Run 1, signal wires on met2:
Cells faint in the background.
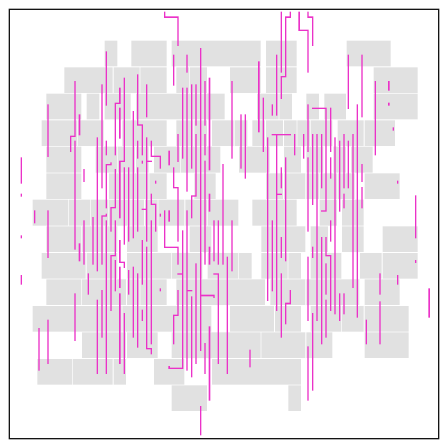
Run 1, met3 routing:
Scale bar: 10 um. Cells faint in the background.
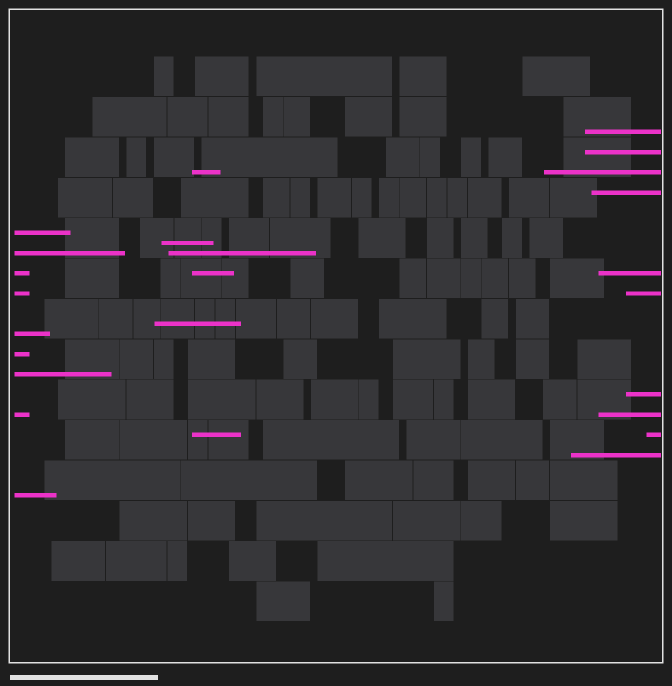
Run 1, wiring by layer:
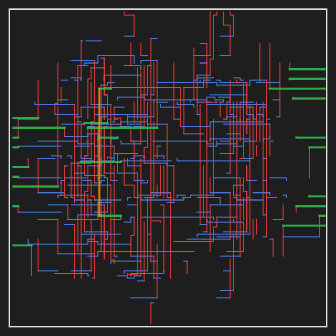
$ cat config.mk
export PLATFORM = sky130hd
export DESIGN_NAME = butterfly_stage_sequencer
export DESIGN_NICKNAME = d
export VERILOG_FILES = /design/src/rtl/butterfly_seq_pkg.sv /design/src/rtl/butterfly_stage_sequencer_addr_gen.sv /design/src/rtl/butterfly_stage_sequencer.sv
export SDC_FILE = /design/constraint.sdc
export NUM_CORES = 1
export LEC_CHECK = 0
export CORE_MARGIN = 2
export CORE_UTILIZATION = 49
export DETAILED_ROUTE_END_ITERATION = 7
export PLACE_DENSITY = 0.95
export SYNTH_ARGS = -nofsm -noshare
export SYNTH_HDL_FRONTEND = slang
export SYNTH_HIERARCHICAL = 1
export SYNTH_SLANG_ARGS = --single-unit
export TNS_END_PERCENT = 1
$ cat constraint.sdc
create_clock -name clk -period 3.4 [get_ports clk]
set_input_delay 1.02 -clock clk [delete_from_list [all_inputs] [get_ports clk]]
set_output_delay 1.02 -clock clk [all_outputs]
set_load 0.02 [all_outputs]
$ cat src/rtl/butterfly_seq_pkg.sv
// Shared types and address arithmetic for the radix-2 DIT butterfly sequencer.
package butterfly_seq_pkg;

    typedef enum logic [1:0] {
        IDLE  = 2'd0,
        READ  = 2'd1,
        ISSUE = 2'd2,
        WAIT  = 2'd3
    } seq_state_e;

    // Fields are wide enough for any practical transform; callers slice to size.
    localparam int unsigned FIELD_W = 16;

    typedef struct packed {
        logic [FIELD_W-1:0] addr_a;
        logic [FIELD_W-1:0] addr_b;
        logic [FIELD_W-1:0] tw_idx;
    } bfly_addr_t;

    // In-place DIT addressing for butterfly i of stage s:
    // a = (grp << (s+1)) | k, b = a | half, twiddle = k << (log2n-1-s).
    function automatic bfly_addr_t bfly_addr(input int unsigned s,
                                             input int unsigned i,
                                             input int unsigned log2n);
        int unsigned half;
        int unsigned k;
        int unsigned grp;
        int unsigned a;
        int unsigned b;
        int unsigned tw;
        bfly_addr_t  r;
        half     = 32'd1 << s;
        k        = i & (half - 32'd1);
        grp      = i >> s;
        a        = (grp << (s + 32'd1)) | k;
        b        = a | half;
        tw       = k << (log2n - 32'd1 - s);
        r.addr_a = a[FIELD_W-1:0];
        r.addr_b = b[FIELD_W-1:0];
        r.tw_idx = tw[FIELD_W-1:0];
        return r;
    endfunction

endpackage

$ cat src/rtl/butterfly_stage_sequencer_addr_gen.sv
// bfly_addr_gen: combinational wrapper that maps (stage, index) onto
// sample-RAM address pairs and the twiddle-ROM index.
module bfly_addr_gen #(
    parameter int LOG2N = 3,
    parameter int AW    = LOG2N,
    parameter int TW_W  = (LOG2N > 1) ? LOG2N - 1 : 1,
    parameter int SW    = (LOG2N > 1) ? $clog2(LOG2N) : 1,
    parameter int IW    = (LOG2N > 1) ? LOG2N - 1 : 1
) (
    input  logic [SW-1:0]   stage_i,
    input  logic [IW-1:0]   idx_i,
    output logic [AW-1:0]   addr_a_o,
    output logic [AW-1:0]   addr_b_o,
    output logic [TW_W-1:0] tw_idx_o
);
    import butterfly_seq_pkg::*;

    bfly_addr_t addr;

    // Evaluate the shared address function and trim to port widths.
    always_comb begin
        addr     = bfly_addr(32'(stage_i), 32'(idx_i), 32'(LOG2N));
        addr_a_o = addr.addr_a[AW-1:0];
        addr_b_o = addr.addr_b[AW-1:0];
        tw_idx_o = addr.tw_idx[TW_W-1:0];
    end

endmodule

$ cat src/rtl/butterfly_stage_sequencer.sv
// butterfly_stage_sequencer: steps one shared butterfly through every stage
// of an in-place radix-2 DIT FFT (READ -> ISSUE -> WAIT per butterfly).
// Optional macro BUTTERFLY_SEQ_PERF_EN adds a 32-bit busy-cycle counter output.
//
// Butterfly handshake: a transfer happens on a rising edge where val and rdy are
// both high; val and its payload (addresses, tw_idx) stay stable until then.
module butterfly_stage_sequencer #(
    parameter int N_SAMPLES = 8,
    parameter int LOG2N     = $clog2(N_SAMPLES),
    parameter int AW        = LOG2N,
    localparam int TW_W     = (LOG2N > 1) ? LOG2N - 1 : 1
) (
    input  logic            clk,
    input  logic            reset,
    input  logic            start,
    output logic            busy,
    output logic            done,
    output logic            rd_en,
    output logic [AW-1:0]   rd_addr_a,
    output logic [AW-1:0]   rd_addr_b,
    output logic [TW_W-1:0] tw_idx,
    output logic            bfly_recv_val,
    input  logic            bfly_recv_rdy,
    input  logic            bfly_send_val,
    output logic            bfly_send_rdy,
    output logic            wr_en,
    output logic [AW-1:0]   wr_addr_a,
    output logic [AW-1:0]   wr_addr_b
`ifdef BUTTERFLY_SEQ_PERF_EN
    ,
    output logic [31:0]     cycle_count
`endif
);
    import butterfly_seq_pkg::*;

    localparam int SW = (LOG2N > 1) ? $clog2(LOG2N) : 1;
    localparam int IW = (LOG2N > 1) ? LOG2N - 1 : 1;
    localparam logic [IW-1:0] IDX_LAST   = IW'(N_SAMPLES / 2 - 1);
    localparam logic [SW-1:0] STAGE_LAST = SW'(LOG2N - 1);

    seq_state_e    state_q, state_d;
    logic [SW-1:0] stage_q, stage_d;
    logic [IW-1:0] idx_q, idx_d;
    logic          done_q, done_d;

    logic [AW-1:0]   gen_addr_a;
    logic [AW-1:0]   gen_addr_b;
    logic [TW_W-1:0] gen_tw_idx;

    bfly_addr_gen #(
        .LOG2N (LOG2N),
        .AW    (AW),
        .TW_W  (TW_W),
        .SW    (SW),
        .IW    (IW)
    ) u_addr_gen (
        .stage_i  (stage_q),
        .idx_i    (idx_q),
        .addr_a_o (gen_addr_a),
        .addr_b_o (gen_addr_b),
        .tw_idx_o (gen_tw_idx)
    );

    // State, counters and the registered done pulse.
    always_ff @(posedge clk or posedge reset) begin
        if (reset) begin
            state_q <= IDLE;
            stage_q <= '0;
            idx_q   <= '0;
            done_q  <= 1'b0;
        end else begin
            state_q <= state_d;
            stage_q <= stage_d;
            idx_q   <= idx_d;
            done_q  <= done_d;
        end
    end

    // Next-state, counter advance and handshake strobes.
    always_comb begin
        state_d       = state_q;
        stage_d       = stage_q;
        idx_d         = idx_q;
        done_d        = 1'b0;
        rd_en         = 1'b0;
        bfly_recv_val = 1'b0;
        bfly_send_rdy = 1'b0;
        wr_en         = 1'b0;
        case (state_q)
            IDLE: begin
                if (start) begin
                    state_d = READ;
                    stage_d = '0;
                    idx_d   = '0;
                end
            end
            READ: begin
                rd_en   = 1'b1;
                state_d = ISSUE;
            end
            ISSUE: begin
                bfly_recv_val = 1'b1;
                if (bfly_recv_rdy) begin
                    state_d = WAIT;
                end
            end
            WAIT: begin
                bfly_send_rdy = 1'b1;
                wr_en         = bfly_send_val;
                if (bfly_send_val) begin
                    if (idx_q != IDX_LAST) begin
                        idx_d   = idx_q + IW'(1);
                        state_d = READ;
                    end else if (stage_q != STAGE_LAST) begin
                        idx_d   = '0;
                        stage_d = stage_q + SW'(1);
                        state_d = READ;
                    end else begin
                        idx_d   = '0;
                        stage_d = '0;
                        done_d  = 1'b1;
                        state_d = IDLE;
                    end
                end
            end
            default: state_d = IDLE;
        endcase
    end

    // Addresses are forced to zero while idle so the port is quiet between transforms;
    // the write addresses mirror the read pair because the update is in place.
    assign busy      = (state_q != IDLE);
    assign done      = done_q;
    assign rd_addr_a = busy ? gen_addr_a : '0;
    assign rd_addr_b = busy ? gen_addr_b : '0;
    assign tw_idx    = busy ? gen_tw_idx : '0;
    assign wr_addr_a = rd_addr_a;
    assign wr_addr_b = rd_addr_b;

`ifdef BUTTERFLY_SEQ_PERF_EN
    logic [31:0] cycle_q, cycle_d;

    // Busy-cycle count: cleared on an accepted start, saturating, held while idle.
    always_comb begin
        cycle_d = cycle_q;
        if (state_q == IDLE) begin
            if (start) begin
                cycle_d = '0;
            end
        end else if (cycle_q != 32'hFFFF_FFFF) begin
            cycle_d = cycle_q + 32'd1;
        end
    end

    // Counter register.
    always_ff @(posedge clk or posedge reset) begin
        if (reset) begin
            cycle_q <= '0;
        end else begin
            cycle_q <= cycle_d;
        end
    end

    assign cycle_count = cycle_q;
`endif

endmodule

==> highlights.md, run 1 <==
* TritonCTS Buffers: 3
* Worst Path Max Fanout: 6
* worst reg2reg path depth: 5
* post-layout total power: 1.00 mW
* count of max-cap constraint violations: 0
* final net count: 133
* number of I/O port buffers: 24
* Adders+Majority by Area: 14.4%
* final cycle utilization of the critical path: 96.6%
* met3 usage: 2.50%
* yosys cell count: 95
* cell area after placement: 1000 um2
* fraction of post-synthesis cell area in the top cell type by area: 22.4%
* buffer levels on the longest clock path: 2
* dpl ws: 0.160 ns
* worst stage delay on the critical path: 0.62 ns
* highest-power group: combinational cells
* pre-placement core utilization: 51.8%
* HPWL after detailed placement: 1340 um
* registers with the highest flip-flop counts: idx_q: 2 flops, stage_q: 2 flops, state_q: 2 flops
* insertion delay of the later-clocked pin in the worst-skew pair: 0.26 ns
* mux contribution to synthesized area: 1.44%
* post-synthesis cell area: 781 um2
* Sequential Area: 175 um2
* combinational share of power: 76.7%
* reported leakage power: 0.562 nW
* unrepaired setup endpoints after global routing: no
* placed cells: 130
* Rows: 14
* routed wl met3: 89 um
* Die Width: 43.9 um
* Diodes inserted: 0
* CTS hold repair buffers: 0
* Post CTS Setup Buffer Count: 0
* met1 wire length: 635 um
* post-route non-filler standard cell count: 134
* startpoint kind of the worst setup timing path: flip-flop
* reg2reg end: state_q[1]
* Root Buffer Master: sky130_fd_sc_hd__clkbuf_4
* final routed wirelength across all metal layers: 1670 um
* number of synthesized flops with an enable pin: 0
* Critical Path Slowest Stage Cell: sky130_fd_sc_hd__clkdlybuf4s50_1
* uppermost layer routed: met4
* number of cells on the critical path: 7
* largest clock skew in the final design: 0.00276 ns
* worst setup path endpoint: wr_addr_b[2]
* total number of multi-input combinational cells: 70
* area figure in the yosys stat output: 781 um2
* final design instance area without fill: 1040 um2
* Layout area overhead: 33.0%
* most used cells in the layout excluding fill and tap cells: sky130_fd_sc_hd__clkdlybuf4s50_1, sky130_fd_sc_hd__nor2b_1, sky130_fd_sc_hd__nand2_1, sky130_fd_sc_hd__ha_1, sky130_fd_sc_hd__inv_1
* number of sequential storage elements: 7
* initial antenna violation count: 0
* data required time of the critical path: 2.38 ns
* crit path DAT: 2.27 ns
* number of cells traversed by the worst hold path: 1
* total grt overflow: 0
* run status: completed
* count of instances resized after the clock tree is built: 5
* final estimated routing congestion in global placement: 0.860
* Async SR Flop Fraction: 100%
* total count of max-transition violations in the final report: 0
* Post-DRT Antenna Nets: 0
* Worst-Margin Slew: 0.449 ns
* layout buffering overhead excluding clock cells: 26.6%
* seq pwr: 0.155 mW
* sequential power share: 15.4%
* Setup TNS Final: 0 ns
* worst hold-check slack: 0.567 ns
* met1 usage: 20.5%
* reg-to-reg critical path startpoint: state_q[0]
* number of sinks handled by clock tree synthesis: 7
* ys flop type: sky130_fd_sc_hd__dfrtp_1
* Distinct lib cells used: 32
* clock-pin slew on the worst setup and hold paths: 0.06 ns
* Final Hold Fails: 0
* number of setup violations in the final report: 0
* most instantiated logic cell after routing: sky130_fd_sc_hd__clkdlybuf4s50_1
* register area share after synthesis: 22.4%
* CTS tree: done
* total die size: 1930 um2
* detailed-routing iteration count for the pre-antenna-repair pass: 4
* cell type with the largest total area: sky130_fd_sc_hd__dfrtp_1
* first-pass GRT wire length: 2800 um
-- 'signal wires on met2' (at the start) --
The longest straight run is 30.9 um. The layer holds 56% of the routed length. The layer carries 929 um of wire.

-- 'met3 routing' (at the start) --
The wires run mostly horizontal. The longest straight run is 9.70 um. The layer holds 5.4% of the routed length.

-- 'wiring by layer' (at the start) --
Red shows met2, wire length 929 um. Green shows met3, wire length 89.7 um. Blue shows met1, wire length 636 um. Orange shows met4, wire length 17.7 um.
Global Route Usage Sum: 19.4%
routed via count: 742

==> run 2, diff against run 1 <==
--- a/config.mk
+++ b/config.mk
@@ -5,6 +5,7 @@
 export SDC_FILE = /design/constraint.sdc
 export NUM_CORES = 1
 export LEC_CHECK = 0
+export CAP_MARGIN = 20
 export CORE_MARGIN = 2
 export CORE_UTILIZATION = 49
 export DETAILED_ROUTE_END_ITERATION = 7
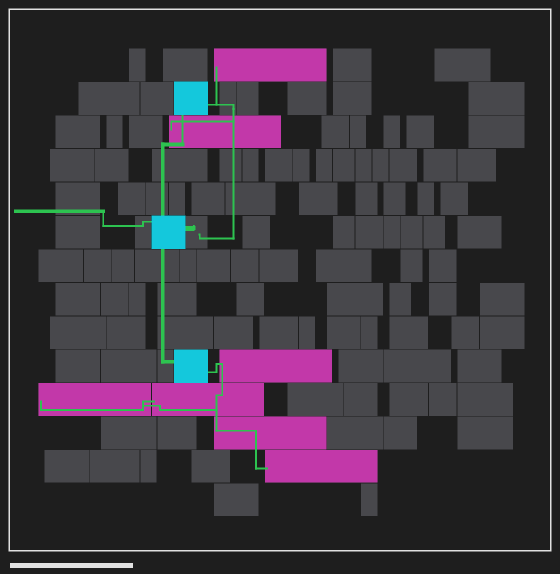
Run 2: clock network drawn from the DEF
Scale bar: 10 um.
Magenta shows flip-flops, count 7. Green shows clock wires, length 103 um. Cyan shows cells driving clock nets, count 3.
There are 4 routed clock nets.
insertion delay of the later-clocked pin in the worst-skew pair: 0.26 ns
clock network power consumption: 0.0794 mW
largest clock skew in the final design: 0.00276 ns

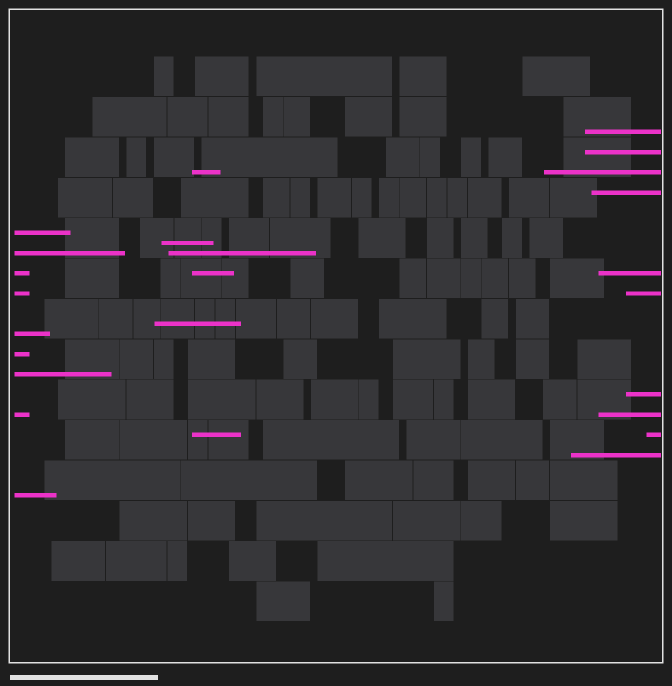
Run 2: met3 routing
Scale bar: 10 um. Cells faint in the background.
met3 usage: 2.50%
final routed wirelength across all metal layers: 1670 um

==> highlights.md, run 2 <==
* run status: completed
* post-layout total power: 1.00 mW
* worst stage delay on the critical path: 0.62 ns
* pre-placement core utilization: 51.8%
* worst reg2reg path depth: 5
* Async SR Flop Fraction: 100%
* unrepaired setup endpoints after global routing: no
* post-route non-filler standard cell count: 134
* crit path DAT: 2.27 ns
* gate family responsible for the most delay along the worst path: buffers and inverters
* post-synthesis cell area: 781 um2
* layout buffering overhead excluding clock cells: 26.6%
* final cycle utilization of the critical path: 96.6%
* register area share after synthesis: 22.4%
* data required time of the critical path: 2.38 ns
* ys flop type: sky130_fd_sc_hd__dfrtp_1
* number of sequential storage elements: 7
* Critical Path Slowest Stage Cell: sky130_fd_sc_hd__clkdlybuf4s50_1
* Distinct lib cells used: 32
* Area-dominant class: combinational gates
* hold worst-path end: state_q[1]
* Diodes inserted: 0
* most instantiated logic cell after routing: sky130_fd_sc_hd__clkdlybuf4s50_1
* Die Width: 43.9 um
* reported leakage power: 0.562 nW
* Rows: 14
* number of synthesized flops with an enable pin: 0
* fraction of post-synthesis cell area in the top cell type by area: 22.4%
* Layout area overhead: 33.0%
* comb pwr: 0.770 mW
* number of cells on the critical path: 7
* yosys cell count: 95
* clock period minus final worst setup slack: 3.29 ns
* routed via count: 742
* total count of max-transition violations in the final report: 0
* seq pwr: 0.155 mW
* final estimated routing congestion in global placement: 0.860
* Post CTS Setup Buffer Count: 0
* DRC errors left: 0
* fraction of final layout cells sized beyond drive strength 1: 11.0%
* CTS hold repair buffers: 0
* Sequential Area: 175 um2
* reg2reg end: state_q[1]
* basic-gate share of the synthesized area counting and, or, nand and nor cells: 32.5%
* tally of clock buffers in the finished layout: 3
* cell type with the largest total area: sky130_fd_sc_hd__dfrtp_1
* Root Buffer Master: sky130_fd_sc_hd__clkbuf_4
* filler instances: 127
* number of I/O port buffers: 24
* Setup TNS Final: 0 ns
* clock-pin slew on the worst setup and hold paths: 0.06 ns
* Final Hold Fails: 0
* worst setup path endpoint: wr_addr_b[2]
* final design instance area without fill: 1040 um2
* Worst Path Max Fanout: 6
* area figure in the yosys stat output: 781 um2
* cell area after placement: 1000 um2
* startpoint kind of the worst setup timing path: flip-flop
* count of instances resized after the clock tree is built: 5
* Adders+Majority by Area: 14.4%
* final net count: 133
* sequential power share: 15.4%
* buffer levels on the longest clock path: 2
* first-pass GRT wire length: 2800 um
* total number of multi-input combinational cells: 70
* mux contribution to synthesized area: 1.44%
* placed cells: 130
* registers with the highest flip-flop counts: idx_q: 2 flops, stage_q: 2 flops, state_q: 2 flops
* TritonCTS Buffers: 3
* combinational share of power: 76.7%
* number of sinks handled by clock tree synthesis: 7
* number of setup violations in the final report: 0
* Global Route Usage Sum: 19.4%
* detailed-routing iteration count for the pre-antenna-repair pass: 4
* dpl ws: 0.160 ns
* number of cells traversed by the worst hold path: 1
* total die size: 1930 um2
* initial antenna violation count: 0
* Post-DRT Antenna Nets: 0
* reg-to-reg critical path startpoint: state_q[0]
* CTS tree: done
* met1 usage: 20.5%
* most used cells in the layout excluding fill and tap cells: sky130_fd_sc_hd__clkdlybuf4s50_1, sky130_fd_sc_hd__nor2b_1, sky130_fd_sc_hd__nand2_1, sky130_fd_sc_hd__ha_1, sky130_fd_sc_hd__inv_1
* Hold Path Origin: state_q[1]
* count of max-cap constraint violations: 0
* HPWL after detailed placement: 1340 um
* worst hold-check slack: 0.567 ns
* total grt overflow: 0
* Worst-Margin Slew: 0.449 ns
* routed wl met3: 89 um
Run 2, signal wires on met2:
Cells faint in the background.
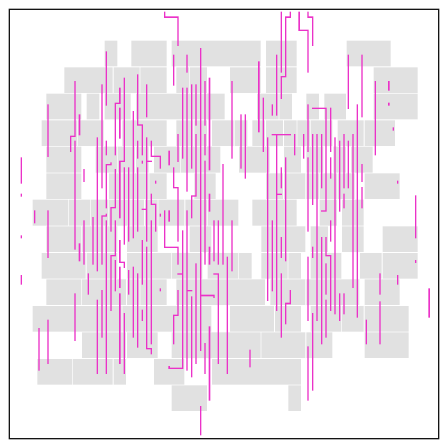

==> run 3, diff against run 2 <==
--- a/config.mk
+++ b/config.mk
@@ -7,9 +7,9 @@
 export LEC_CHECK = 0
 export CAP_MARGIN = 20
 export CORE_MARGIN = 2
-export CORE_UTILIZATION = 49
+export CORE_UTILIZATION = 40
 export DETAILED_ROUTE_END_ITERATION = 7
-export PLACE_DENSITY = 0.95
+export PLACE_DENSITY = 0.82
 export SYNTH_ARGS = -nofsm -noshare
 export SYNTH_HDL_FRONTEND = slang
 export SYNTH_HIERARCHICAL = 1
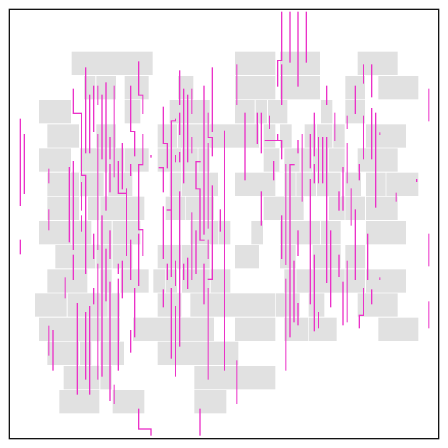
Run 3: signal wires on met2
Cells faint in the background.
GR Util met2: 28.9%
routed via count: 717

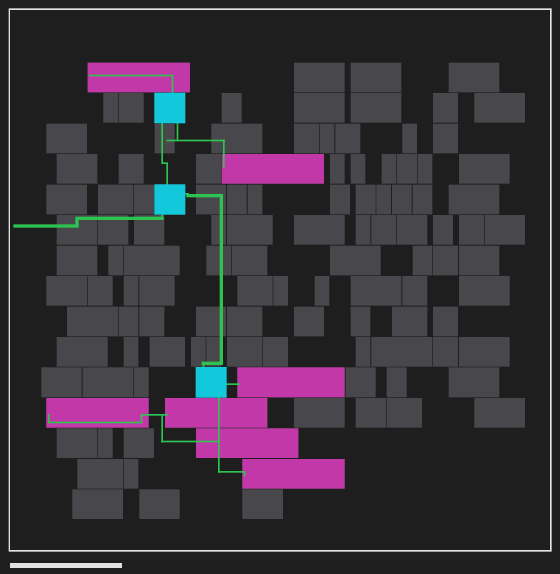
Run 3: clock network drawn from the DEF
Scale bar: 10 um.
Green shows clock wires, length 99.4 um. Cyan shows cells driving clock nets, count 3. Magenta shows flip-flops, count 7.
There are 4 routed clock nets.

==> highlights.md, run 3 <==
* most used cells in the layout excluding fill and tap cells: sky130_fd_sc_hd__clkdlybuf4s50_1, sky130_fd_sc_hd__dlymetal6s2s_1, sky130_fd_sc_hd__nor2b_1
* DRC errors left: 0
* kind of end point of the critical path: output pin
* pre-placement core utilization: 43.8%
* fraction of post-synthesis cell area in the top cell type by area: 22.4%
* cell type with the largest total area: sky130_fd_sc_hd__dfrtp_1
* worst setup path endpoint: wr_en
* AO/OA Area Share: 14.6%
* gate family responsible for the most delay along the worst path: buffers and inverters
* number of sinks handled by clock tree synthesis: 7
* yosys cell count: 95
* Clk pwr share: 7.7%
* met1 wire length: 674 um
* total number of yosys warnings: 6
* startpoint kind of the worst setup timing path: primary input
* number of I/O port buffers: 24
* Root Buffer Master: sky130_fd_sc_hd__clkbuf_4
* tally of clock buffers in the finished layout: 3
* Distinct lib cells used: 32
* Die Width: 48.2 um
* clock-pin slew on the worst setup and hold paths: 0.06 ns
* number of sequential storage elements: 7
* Post-DRT Antenna Nets: 0
* H-Tree Level Count: 1
* highest-power group: combinational cells
* Area-dominant class: combinational gates
* run status: completed
* Setup TNS Final: 0 ns
* Tapcells: 25
* Layout area overhead: 37.0%
* comb. cell area: 500 um2
* basic-gate share of the synthesized area counting and, or, nand and nor cells: 32.5%
* worst reg2reg path depth: 5
* worst hold-check slack: 0.563 ns
* number of cells traversed by the worst hold path: 1
* CTS tree: done
* initial antenna violation count: 0
* number of setup violations in the final report: 0
* CTS hold repair buffers: 0
* Final Hold Fails: 0
* met3 usage: 2.22%
* data required time of the critical path: 2.38 ns
* number of synthesized flops with an enable pin: 0
* reported leakage power: 0.639 nW
* Diodes inserted: 0
* fraction of final layout cells sized beyond drive strength 1: 11.0%
* Critical Path Slowest Stage Cell: sky130_fd_sc_hd__clkdlybuf4s50_1
* Rows: 15
* total grt overflow: 0
* post-route non-filler standard cell count: 143
* filler instances: 163
* final routed wirelength across all metal layers: 1630 um
* reported net switching power: 0.486 mW
* reg2reg end: state_q[1]
* final estimated routing congestion in global placement: 0.793
* Global Route Usage Sum: 15.0%
* count of instances resized after the clock tree is built: 1
* post-synthesis cell area: 781 um2
* count of max-cap constraint violations: 0
* reg-to-reg critical path startpoint: state_q[0]
* register area share after synthesis: 22.4%
* synthesized netlist net count: 109
* comb pwr: 0.770 mW
* Async SR Flop Fraction: 100%
* unrepaired setup endpoints after global routing: no
* Core Box Area: 1780 um2
* total number of multi-input combinational cells: 70
* mux contribution to synthesized area: 1.44%
* dpl ws: 0.137 ns
* final net count: 133
* HPWL after detailed placement: 1260 um
* most utilized layer in the global route result: met2
* die extent in y: 48.2 um
* final design instance area without fill: 1070 um2
* Fmax achieved: 0.307 GHz
* detailed-routing iteration count for the pre-antenna-repair pass: 4
* insertion delay of the later-clocked pin in the worst-skew pair: 0.26 ns
* met1 usage: 16.5%
* clock period minus final worst setup slack: 3.26 ns
* first-pass GRT wire length: 2450 um
* crit path DAT: 2.24 ns
* crit path cell chain: clkdlybuf4s50_1 > nand2_1 > inv_1 > clkdlybuf4s50_1
* number of cells on the critical path: 4
* Avg Synthesized Cell Area: 8.22 um2
* Adders+Majority by Area: 14.4%
* warning total across the stage logs: 32
* vias in the first global route: 606
* Crit Path Category: primary input to output pin
* library cell appearing most often on the critical path: sky130_fd_sc_hd__clkdlybuf4s50_1
* routed wl met3: 82 um
* Hold Path Origin: state_q[1]
* Post CTS Setup Buffer Count: 0
* combinational share of power: 76.5%
* Sequential Area: 176 um2
* seq pwr: 0.159 mW
* Worst Path Max Fanout: 2
* uppermost layer routed: met4
* worst slew margin relative to its limit: 67.9%
* setup slack after layout: 0.144 ns
* area figure in the yosys stat output: 781 um2
* post-layout total power: 1.01 mW
* worst stage delay on the critical path: 0.59 ns
* sequential power share: 15.8%
* registers with the highest flip-flop counts: idx_q: 2 flops, stage_q: 2 flops, state_q: 2 flops
* maximum vdd drop: 669 uV
* layout buffering overhead excluding clock cells: 28.1%
* TritonCTS Buffers: 3
* flip-flop and latch count after synthesis: 7
* buffer levels on the longest clock path: 2
* total die size: 2320 um2
* total count of max-transition violations in the final report: 0
* clock network power consumption: 0.0771 mW
* final cycle utilization of the critical path: 95.8%
* cell area after placement: 1010 um2
* Routed met2 length: 857 um
* Worst-Margin Slew: 0.481 ns
* hold worst-path end: state_q[1]
* placed cells: 139
* largest clock skew in the final design: 0.00599 ns
* ys flop type: sky130_fd_sc_hd__dfrtp_1
Power is estimated from default activity; no workload was simulated.
